==> config.mk <==
export PLATFORM = sky130hd
export DESIGN_NAME = cacheline_adaptor_flat
export DESIGN_NICKNAME = d
export VERILOG_FILES = /design/src/rtl/cacheline_adaptor_if.sv /design/src/rtl/cacheline_adaptor.sv /design/src/flat_wrapper.sv
export SDC_FILE = /design/constraint.sdc
export NUM_CORES = 1
export LEC_CHECK = 0
export CAP_MARGIN = 20
export CORE_AREA = 4 4 275 277
export CTS_CLUSTER_DIAMETER = 60
export CTS_CLUSTER_SIZE = 25
export DETAILED_ROUTE_END_ITERATION = 7
export DIE_AREA = 0 0 279 281
export GPL_ROUTABILITY_DRIVEN = 1
export GPL_TIMING_DRIVEN = 0
export PLACE_DENSITY = 0.47
export SYNTH_ARGS = -nofsm -noshare
export SYNTH_HDL_FRONTEND = slang
export SYNTH_SLANG_ARGS = --single-unit
export TNS_END_PERCENT = 10
==> constraint.sdc <==
create_clock -name clk -period 2.91 [get_ports clk]
set_clock_uncertainty 0.1 [all_clocks]
set_input_delay 0.291 -clock clk [delete_from_list [all_inputs] [get_ports clk]]
set_output_delay 0.291 -clock clk [all_outputs]
set_load 0.03 [all_outputs]
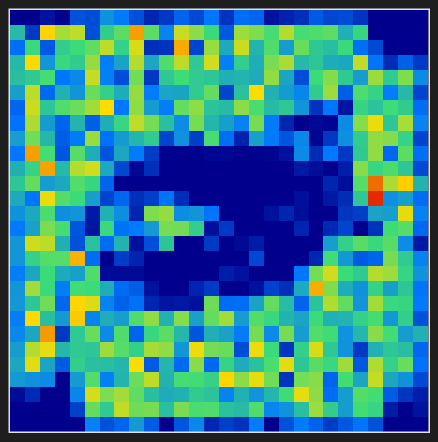
(run_1/density.png)
Scale: 1.5 px per um. The die is cut into 28 by 28 equal tiles; dark blue is low, red is high, 0 to 100% covered.
nearly empty tiles: 15%
mean over tiles: 33%
emptiest ninth of the die: center
fullest tile: 95%
tiles over 75% full: 2.0%
Core ar.: 72830 um2
fp_density: 22.90%

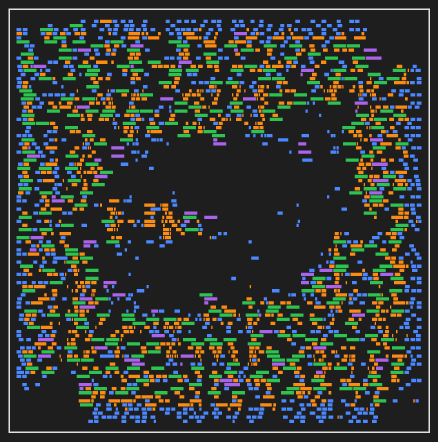
(run_1/cell_classes.png)
Scale: 1.5 px per um.
legend:
  flip-flops:
    color: green
    cells: 287
    share_of_their_area: 28%
  clock drivers and dummy loads:
    color: purple
    cells: 74
    share_of_their_area: 6.0%
  other buffers and delay cells:
    color: blue
    cells: 850
    share_of_their_area: 31%
  all other logic:
    color: orange
    cells: 909
    share_of_their_area: 34%
Post-Route Utilization: 36.70%
Core Rows: 99
fin area: 26730 um2

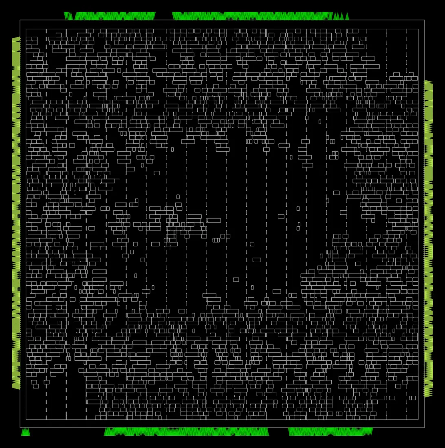
(run_1/final_placement.png)
Layout Cells excl Fill: 3087
sequential cell area share: 26.88%

==> deck_impl_summary.md, run 1 <==
Synthesis and Place & Route Summary

Synth
  • Main logic family: multiplexers
  • Yosys warnings: 0
  • Distinct lib cells: 30
  • MUX area fraction: between 20% and 30%
  • Synth area leaders: dfrtp_1, mux2_2, mux4_2
  • Yosys stat area: about 17000 um2
  • Synth Area per Inst: 12.50 um2
  • Yosys simple share: 5.468%
  • XOR Share, Synth: less than 1%
  • Aoi share: approximately 15%
  • Synth Seq Share: a little over two fifths

Clock network
  • Clock buffer count from CTS: between 40 and 50
  • Clock transition at path regs: about 60 ps
  • Skew-Pair Late Insertion Delay: about 570 ps
  • Clock Path Buffers: 3
  • Htree depth: 2

Worst setup path
  • Worst setup EP type: primary output
  • CP Launch Type: flip-flop

Finish
  • Area delta synth->final: 60.24%
  • Fill cells: 7217

Route
  • Antenna viol nets, final: 0
  • Via count: 15407
  • Vias per std cell: 4.991

Timing
  • RSZ-0062 raised after global routing: true
  • Final period util: between 90% and 100%

Global routing
  • Number of global-route vias before repair: about 17000
  • M3 GR Usage: around 6.3%
  • Initial antenna violation count: 20
  • Grt ovf: 0

Status
  • Status: finished, final reports clean

Power and ir drop
  • Total power: 0.03686 W

Min path
  • Worst min path class: in2reg

Flow run
  • Tool Warnings: approximately 44
==> run 1: critical path, cell delays in order (launching register included) <==
cell	delay [ps]
dfrtp_2	420
buf_12	180
buf_8	210
mux4_2	550
and2_1	180
dlygate4sd2_1	380
==> run 1: layout by cell type, fill, tap and decap left out, drive strengths merged, types with 5 or more instances in the layout <==
master / count
a32o: 128
nand2b: 67
clkdlybuf4s50: 636
mux4: 64
clkbuf: 141
o32ai: 128
a22oi: 5
mux2: 285
inv: 139
conb: 5
and2: 65
dlygate4sd2: 37
clkinv: 5
buf: 75
diode: 8
ha: 10
clkdlybuf4s15: 13
dfrtp: 287
bufinv: 8
==> run 1: stage by stage <==
step	cells	setup WS [ps]
after detailed placement	3002	-1611
after CTS	3077	-98.13
after global routing	3086	-94.02
after global placement	2999	-12570
after floorplan	1339	277.4
final	3087	19.95
==> run 1: per-layer routing <==
metal	share of wire, %	wire length, um	vias to the layer above
met5	0.096	87	-
met4	2.5	2284	12
met3	7.5	6769	135
met2	50	45410	666
met1	40	35720	7990
li1	-	-	6604
==> run 1: final cells by class <==
type                       count  share of cell area, %
clock buffer                  53                  4.391
buffer                       142                  3.726
inverter                     133                  1.868
antenna                        8                0.07490
tap                          959                  4.489
clock inverter                21                  1.353
timing repair buffer         708                  26.32
multi-input combinational    776                  30.90
sequential                   287                  26.88
==> run 1: cell families (layout without fill, tap and decap cells) <==
family                     after synthesis  count (layout)
muxes                                  350             350
xor gates and xnor gates                 1               1
other                                    1              13
DFF                                    287             287
buffers and inverters                  276            1057
AOI/OAI and AO/OA                      264             264
adders and majority gates               10              10
and+or+nand+nor                        146             146
==> run 1: cell usage after synthesis (4+ instances only) <==
cell type / count
dfrtp_1: 287
mux2_2: 257
inv_1: 133
a32o_1: 128
o32ai_1: 128
clkbuf_1: 81
nand2b_1: 66
and2_1: 65
mux4_2: 64
buf_2: 30
mux2_1: 28
buf_6: 24
ha_1: 10
buf_4: 6
a22oi_4: 4
nand2_1: 4
nand3_1: 4
==> run 1: power breakdown <==
group	internal (W)	switching [W]	leakage (nW)	total (W)
clock	0.00359	0.00214	0.746	0.00573
combinational	0.0101	0.0129	6.83	0.0230
sequential	0.00605	0.00209	3.50	0.00813
total	0.0198	0.0171	11.1	0.0369
==> run 1: repair_timing <==
item	4_1_cts	5_1_grt
pin swaps	0	1
cloned	0	0
setup buffers	1	2
gates resized	192	48
hold endpoints to repair	102	0
hold buffers	1	0
setup endpoints to repair	320	273
==> run 2, diff against run 1 <==
--- a/config.mk
+++ b/config.mk
@@ -6,14 +6,14 @@
 export NUM_CORES = 1
 export LEC_CHECK = 0
 export CAP_MARGIN = 20
-export CORE_AREA = 4 4 275 277
+export CORE_AREA = 4 4 274 276
 export CTS_CLUSTER_DIAMETER = 60
 export CTS_CLUSTER_SIZE = 25
 export DETAILED_ROUTE_END_ITERATION = 7
-export DIE_AREA = 0 0 279 281
+export DIE_AREA = 0 0 278 280
 export GPL_ROUTABILITY_DRIVEN = 1
 export GPL_TIMING_DRIVEN = 0
-export PLACE_DENSITY = 0.47
+export PLACE_DENSITY = 0.48
 export SYNTH_ARGS = -nofsm -noshare
 export SYNTH_HDL_FRONTEND = slang
 export SYNTH_SLANG_ARGS = --single-unit
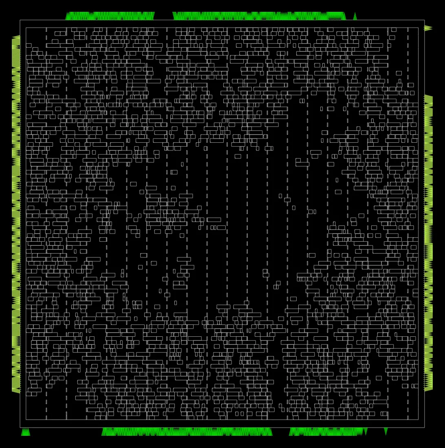
(run_2/final_placement.png)
sequential cell area share: 26.81%
Layout Cells excl Fill: 3103

==> run 2 against run 1 <==
First-iteration DRC count fell by 7.8%. Combinational power about the same. Die area down 0.71%. Highest routed layer unchanged. Register-to-register slack better by 60 ps. Global-route usage increased by 0.25 points.
==> deck_impl_summary.md, run 2 <==
Synthesis and Place & Route Summary

Finish
  • Dominant logic cell type in the layout: clkdlybuf4s50_1
  • Most common logic cells in the final layout: clkdlybuf4s50_1, dfrtp_1, mux2_2

Timing
  • Final setup margin: 37.58 ps (+17.63 ps)
  • RSZ-0062 raised after global routing: true
  • Final period util: 98.71% (-0.61 points)

Clock network
  • Htree depth: 2 (unchanged)
  • Clock Path Buffers: 3 (unchanged)
  • Clock buffer count from CTS: 42 (unchanged)
  • Skew-Pair Late Insertion Delay: 560 ps (about the same)

Synth
  • Synth Seq Share: 43.05% (unchanged)
  • Count leader, synth: dfrtp_1
  • Yosys stat area: 16680 um2 (unchanged)
  • Synth area leaders: dfrtp_1, mux2_2, mux4_2

Route
  • Vias per std cell: 5.008 (+0.34%)
  • Antenna viol nets, final: 0 (unchanged)
  • Via count: 15540 (+0.86%)

Floorplanning
  • Core Rows: 99 (unchanged)
  • Fp_density: 22.98% (+0.078 points)

Global routing
  • Grt ovf: 0 (unchanged)
  • Number of global-route vias before repair: 16935 (+1.8%)
  • Initial antenna violation count: 19 (-5.0%)

Min path
  • Worst min path class: in2reg

Status
  • Status: finished, final reports clean

Worst setup path
  • CP Launch Type: flip-flop

Place
  • Pre-CTS setup slack: -1603 ps (+7.650 ps)
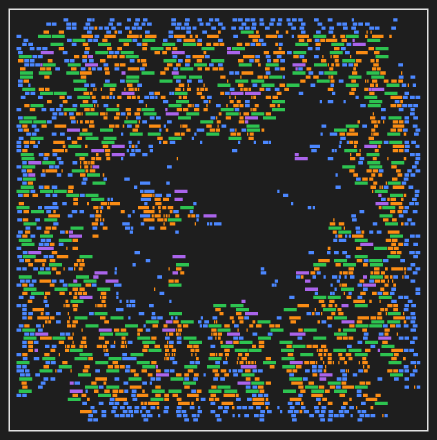
(run_2/cell_classes.png)
Scale: 1.5 px per um.
legend:
  flip-flops:
    color: green
    cells: 287
    share_of_their_area: 28%
  all other logic:
    color: orange
    cells: 909
    share_of_their_area: 34%
  other buffers and delay cells:
    color: blue
    cells: 860
    share_of_their_area: 32%
  clock drivers and dummy loads:
    color: purple
    cells: 77
    share_of_their_area: 5.8%
Post-Route Utilization: 36.92%
fin area: 26800 um2
Core ar.: 72590 um2

[run 2: cell counts after synthesis]
No cell type changed its count.
[run 2: repair_timing]
action                     CTS  global route
hold endpoints to repair    90             0
pin swaps                    1             2
setup buffers                7             5
setup endpoints to repair  320           232
hold buffers                 1             0
gates resized              189            58
[run 2: power by group]
part	switching, W	total, W	internal (W)
combinational	0.0130	0.0233	0.0103
clock	0.00215	0.00545	0.00330
sequential	0.00203	0.00808	0.00605
[run 2: logic make-up (layout without fill, tap and decap cells)]
family | count (synthesis) | after routing | synth area share (%)
AND-OR/OR-AND | 264 | 264 | 15.06
flip-flops | 287 | 287 | 43.05
multiplexers | 350 | 350 | 27.94
other | 1 | 16 | 0.02248
AND/OR/NAND/NOR | 146 | 146 | 5.468
buffers and inverters | 276 | 1070 | 7.651
adder cells (fa/ha/maj) | 10 | 10 | 0.7501
XOR/XNOR | 1 | 1 | 0.05251
[run 2: final cells by class]
type | instances | area share [%]
multi-input cells | 776 | 30.79
flip-flops and latches | 287 | 26.81
plain buffers | 142 | 3.707
repair buffers | 718 | 26.75
clock buffers | 55 | 4.445
diodes | 11 | 0.1027
inverters | 133 | 1.863
well taps | 959 | 4.478
clock inverters | 22 | 1.060
[run 2: critical path, stage by stage, from the launching register on]
cell           delay [ps]
dfrtp_2               430
buf_12                190
buf_8                 200
mux4_2                510
and2_1                180
dlygate4sd2_1         400
[run 2: per-stage QoR]
step | hold slack, ps | utilization [%] | cells | total power (W)
3_3_place_gp | 388.8 | 34.32 | 2999 | 0.03103
3_5_place_dp | 305.6 | 34.45 | 3003 | 0.03129
2_1_floorplan | -104.6 | - | 1339 | 0.02095
5_1_grt | 211.5 | 36.90 | 3099 | 0.03854
4_1_cts | 192.5 | 36.81 | 3087 | 0.03712
6_report | 233.2 | 36.92 | 3103 | 0.03682
[run 2: layer usage]
metal / part of all wire [%] / GRT usage [%] / wire length, um
met2: 51 / 40.09 / 46510
met1: 40 / 26.63 / 35970
met3: 7.0 / 5.750 / 6383
met5: 0.088 / 0 / 80
met4: 2.3 / 5.888 / 2101
No activity file was given, so power comes from the tool's default toggle rates.
